[src/rtl/mass_pipeline_pkg.sv]
// Shared definitions for the mass update pipeline: engine state encoding and
// signed saturation limits for an arbitrary word width.
package mass_pipeline_pkg;

  typedef enum logic [2:0] {
    ST_IDLE  = 3'd0,
    ST_FETCH = 3'd1,
    ST_WAIT  = 3'd2,
    ST_CALC  = 3'd3,
    ST_WRITE = 3'd4,
    ST_DONE  = 3'd5
  } state_t;

  // Limits are returned at a fixed wide width; callers slice to their own width.
  localparam int LIMIT_W = 64;

  function automatic logic signed [LIMIT_W-1:0] sat_max(input int width);
    return (64'sd1 <<< (width - 1)) - 64'sd1;
  endfunction

  function automatic logic signed [LIMIT_W-1:0] sat_min(input int width);
    return -(64'sd1 <<< (width - 1));
  endfunction

endpackage

[src/rtl/verlet_sat.sv]
// Combinational saturating Verlet step: x_next = sat(2*x_cur - x_prev + (accel >>> FORCE_SHIFT)).
module verlet_sat
  import mass_pipeline_pkg::*;
#(
  parameter int SIZE        = 27,
  parameter int FORCE_SHIFT = 4
) (
  input  logic signed [SIZE-1:0] x_cur,
  input  logic signed [SIZE-1:0] x_prev,
  input  logic signed [SIZE-1:0] accel,
  output logic signed [SIZE-1:0] x_next,
  output logic                   sat
);

  // Three guard bits cover 2*x - xp + f without wrap for any operand values.
  localparam int W = SIZE + 3;

  localparam logic signed [LIMIT_W-1:0] HI64 = sat_max(SIZE);
  localparam logic signed [LIMIT_W-1:0] LO64 = sat_min(SIZE);
  localparam logic signed [W-1:0]       HI   = HI64[W-1:0];
  localparam logic signed [W-1:0]       LO   = LO64[W-1:0];

  logic signed [W-1:0] x_e;
  logic signed [W-1:0] xp_e;
  logic signed [W-1:0] f_e;
  logic signed [W-1:0] f_sh;
  logic signed [W-1:0] sum;

  always_comb begin
    // NOTE: every output gets a default first, so no path can leave a latch behind.
    x_next = '0;
    sat    = 1'b0;

    x_e  = {{3{x_cur[SIZE-1]}}, x_cur};
    xp_e = {{3{x_prev[SIZE-1]}}, x_prev};
    f_e  = {{3{accel[SIZE-1]}}, accel};
    f_sh = f_e >>> FORCE_SHIFT;
    sum  = (x_e <<< 1) - xp_e + f_sh;

    if (sum > HI) begin
      x_next = HI[SIZE-1:0];
      sat    = 1'b1;
    end else if (sum < LO) begin
      x_next = LO[SIZE-1:0];
      sat    = 1'b1;
    end else begin
      x_next = sum[SIZE-1:0];
    end
  end

endmodule

[src/rtl/mass_update_engine.sv]
// Frame engine: walks every mass, reads position/previous position from two
// 2-cycle-latency RAMs, applies a saturating Verlet step and writes both back.
module mass_update_engine
  import mass_pipeline_pkg::*;
#(
  parameter int SIZE        = 27,
  parameter int ADDR_WIDTH  = 5,
  parameter int NUM_MASSES  = 32,
  parameter int FORCE_SHIFT = 4
) (
  input  logic                         clk,
  input  logic                         reset,
  input  logic                         start,
  input  logic                         force_valid,
  output logic                         force_ready,
  input  logic signed [SIZE-1:0]       force_data,
  output logic        [ADDR_WIDTH-1:0] ram_addr,
  output logic                         ram_we,
  output logic signed [SIZE-1:0]       x_d,
  output logic signed [SIZE-1:0]       xp_d,
  input  logic signed [SIZE-1:0]       x_q,
  input  logic signed [SIZE-1:0]       xp_q,
  output logic                         out_valid,
  output logic        [ADDR_WIDTH-1:0] out_index,
  output logic signed [SIZE-1:0]       out_data,
  output logic                         busy,
  output logic                         done,
  output logic                         sat_flag
);

  localparam logic [ADDR_WIDTH-1:0] LAST_INDEX = ADDR_WIDTH'(NUM_MASSES - 1);

  state_t                  state;
  state_t                  state_nxt;
  logic [ADDR_WIDTH-1:0]   index;
  logic signed [SIZE-1:0]  force_q;
  logic signed [SIZE-1:0]  x_new;
  logic signed [SIZE-1:0]  x_old;
  logic signed [SIZE-1:0]  calc_x;
  logic                    calc_sat;
  logic                    last_mass;

  assign last_mass = (index == LAST_INDEX);

  verlet_sat #(
    .SIZE        (SIZE),
    .FORCE_SHIFT (FORCE_SHIFT)
  ) u_verlet (
    .x_cur  (x_q),
    .x_prev (xp_q),
    .accel  (force_q),
    .x_next (calc_x),
    .sat    (calc_sat)
  );

  // NOTE: sequential state uses non-blocking assignments so every register samples pre-edge values.
  always_ff @(posedge clk or posedge reset) begin
    if (reset) state <= ST_IDLE;
    else       state <= state_nxt;
  end

  always_comb begin
    state_nxt = state;
    case (state)
      ST_IDLE:  if (start) state_nxt = ST_FETCH;
      ST_FETCH: if (force_valid) state_nxt = ST_WAIT;
      ST_WAIT:  state_nxt = ST_CALC;
      ST_CALC:  state_nxt = ST_WRITE;
      ST_WRITE: state_nxt = last_mass ? ST_DONE : ST_FETCH;
      ST_DONE:  state_nxt = ST_IDLE;
      default:  state_nxt = ST_IDLE;
    endcase
  end

  // Datapath registers; RAM read data is only trusted in CALC, two cycles after FETCH.
  always_ff @(posedge clk or posedge reset) begin
    if (reset) begin
      index    <= '0;
      force_q  <= '0;
      x_new    <= '0;
      x_old    <= '0;
      sat_flag <= 1'b0;
    end else begin
      case (state)
        ST_IDLE: begin
          if (start) begin
            index    <= '0;
            sat_flag <= 1'b0;
          end
        end
        ST_FETCH: begin
          if (force_valid) force_q <= force_data;
        end
        ST_CALC: begin
          x_new <= calc_x;
          x_old <= x_q;
          if (calc_sat) sat_flag <= 1'b1;
        end
        ST_WRITE: begin
          if (!last_mass) index <= index + 1'b1;
        end
        default: ;
      endcase
    end
  end

  always_comb begin
    force_ready = 1'b0;
    ram_addr    = '0;
    ram_we      = 1'b0;
    x_d         = '0;
    xp_d        = '0;
    out_valid   = 1'b0;
    out_index   = '0;
    out_data    = '0;
    done        = 1'b0;
    busy        = (state != ST_IDLE);
    case (state)
      ST_FETCH: begin
        force_ready = 1'b1;
        ram_addr    = index;
      end
      ST_WAIT, ST_CALC: ram_addr = index;
      ST_WRITE: begin
        ram_addr  = index;
        ram_we    = 1'b1;
        x_d       = x_new;
        xp_d      = x_old;
        out_valid = 1'b1;
        out_index = index;
        out_data  = x_new;
      end
      ST_DONE: done = 1'b1;
      default: ;
    endcase
  end

endmodule

[config.mk]
export PLATFORM = sky130hd
export DESIGN_NAME = mass_update_engine
export DESIGN_NICKNAME = d
export VERILOG_FILES = /design/src/rtl/mass_pipeline_pkg.sv /design/src/rtl/verlet_sat.sv /design/src/rtl/mass_update_engine.sv
export SDC_FILE = /design/constraint.sdc
export NUM_CORES = 1
export LEC_CHECK = 0
export CORE_ASPECT_RATIO = 1.1
export CORE_MARGIN = 3
export CORE_UTILIZATION = 39
export DETAILED_ROUTE_END_ITERATION = 6
export PLACE_DENSITY = 0.66
export SLEW_MARGIN = 25
export SYNTH_ARGS = -nofsm -noshare
export SYNTH_HDL_FRONTEND = slang
export SYNTH_HIERARCHICAL = 1
export SYNTH_SLANG_ARGS = --single-unit
[constraint.sdc]
create_clock -name clk -period 4.7 [get_ports clk]
set_input_delay 0.94 -clock clk [delete_from_list [all_inputs] [get_ports clk]]
set_output_delay 0.94 -clock clk [all_outputs]
set_load 0.05 [all_outputs]
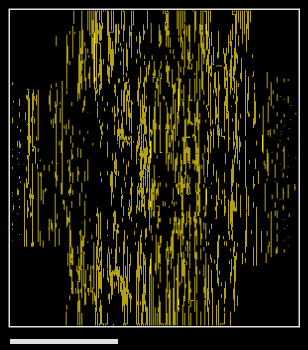
met2.png
The bar under the picture is 50 µm long.
share of all routed wire = 47%
main direction = vertical
nets with wire on the layer = 895
longest straight run = 52.4 µm
wire length on this layer = 7610 µm
detailed-route wire length: 16200 µm
via count: 5382

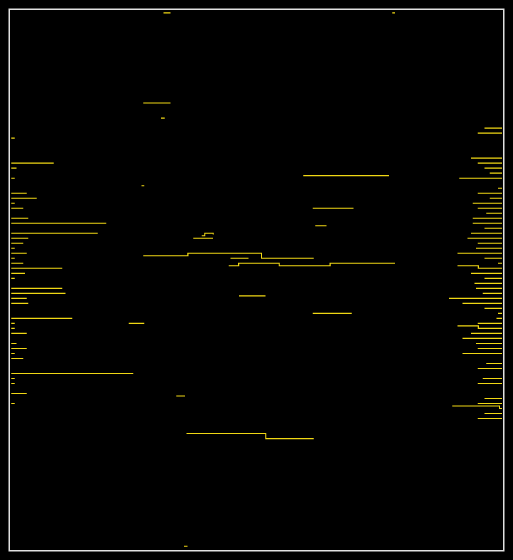
met3.png
wire length on this layer = 766 µm
share of all routed wire = 4.7%
longest straight run = 32.9 µm
nets with wire on the layer = 97
main direction = horizontal
met3 Use GR: 3.51%

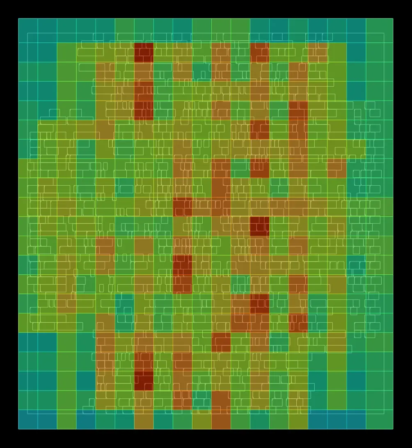
final_congestion.png
M2 GR Usage: 28.2%
GRT Max-Usage Layer: met2
DR WL/cell: 14.2 µm
Final Util: 54.8%

==> job_summary.md <==
## Implementation flow summary

| Metric | Value |
|---|---|
| Max Freq | `roughly 0.23 GHz` |
| # port buffers | `between 150 and 200` |
| Worst path arrival time | `4680 ps` |
| Die height | `roughly 150 µm` |
| Largest net degree at the start of global routing | `around 63` |
| Fill cells | `1596` |
| Power Density | `just over 800 nW/µm²` |
| CP endpoint kind | `register` |
| Hold_sp | `force_q[10]$_DFFE_PP0P_` |
| Buf+Inv Stages, Crit Path | `5` |
| Max Root-Sink Buffers | `2` |
| Flop-to-flop setup slack | `between 900 and 1000 ps` |
| Mapped Area | `7010 µm²` |
| Placer Congestion | `~0.89` |
| CP Launch Type | `input pin` |
| Root buffer cell | `clkbuf_16` |
| Fp_density | `about two fifths` |
| Final HPWL DP | `~13000 µm` |
| Status | `complete, no violations` |
| Row count | `~50` |
| Number of DRC markers in iteration 0 | `between 200 and 250` |
| CP Class | `input pin to register` |
| Crit path max fanout | `23` |
| Final setup fails | `0` |
| CTS Hold Buffers Added | `0` |
| Remaining global-route overflow | `0` |
| Die width | `134 µm` |
| Pwr Total | `~7.7 mW` |
| Crit path to | `x_new[5]$_DFFE_PP0P_` |
| First-pass GRT wire length | `27800 µm` |
| Worst R2R Path Depth | `15` |
| Critical Path Max Stage Delay | `about 520 ps` |
| Nets | `1044` |
| Placed instance area | `around 9200 µm²` |
| LEAKAGE | `4.40 nW` |
| TritonCTS buffer count | `9` |
| Max cap viols | `0` |
| Cells after DPL | `1122` |
| DRT antenna net count | `0` |
| Critical path cell sequence | `clkdlybuf4s50_1, inv_1, fa_1, ha_1, inv_1, fa_1, nand2b_1, a21oi_2, o21ai_2, a2111oi_2, o41a_1, buf_4, nor4_4, a21oi_2, buf_12, o21ai_0, mux2_4` |
==> final cells by class <==
| type | count | area share [%] |
|---|---|---|
| tap | 234 | 3.08 |
| inverter | 103 | 4.09 |
| timing repair buffer | 240 | 23.8 |
| multi-input combinational | 460 | 43.1 |
| clock inverter | 3 | 0.448 |
| sequential | 86 | 22.7 |
| clock buffer | 13 | 2.74 |
==> report_power, final <==
group | total [mW] | internal (mW) | switching [mW]
Sequential | 1.33 | 1.10 | 0.230
Clock | 0.732 | 0.440 | 0.292
Combinational | 5.62 | 2.61 | 3.00
==> metal layers <==
layer / GRT usage (%) / routed length [µm] / vias up / part of all wire, %
li1: - / - / 2719 / -
met1: 23.0 / 7580 / 2536 / 47
met2: 28.2 / 7610 / 113 / 47
met3: 3.51 / 765 / 14 / 4.7
met4: 5.25 / 259 / 0 / 1.6
met5: 0 / 0 / - / 0
==> registers in the layout, summed over array words and instances, names as in the netlist <==
name	cells
force_q	23
sat_flag	1
index	5
state	3
x_old	27
x_new	27
==> how the worst min path moves through the flow <==
stage / end / depth (start not counted)
2_1_floorplan: force_q[4]$_DFFE_PP0P_ / 1
4_1_cts: force_q[17]$_DFFE_PP0P_ / 1
3_3_place_gp: force_q[12]$_DFFE_PP0P_ / 1
6_report: force_q[10]$_DFFE_PP0P_ / 1
3_5_place_dp: force_q[10]$_DFFE_PP0P_ / 1
5_1_grt: force_q[4]$_DFFE_PP0P_ / 1
==> repair_timing <==
item                                    CTS  global route
gates resized                             0             6
setup buffers                             0             1
endpoints found under the setup margin    0            26
==> metrics by stage <==
stage	worst slack, ps	hold slack [ps]
finish	257	487
global route	-2.11	508
CTS	61.1	492
detailed placement	-279	477
global placement	-270	468
floorplan	380	458
Power figures rest on the tool's default switching activity, not on a simulated workload.
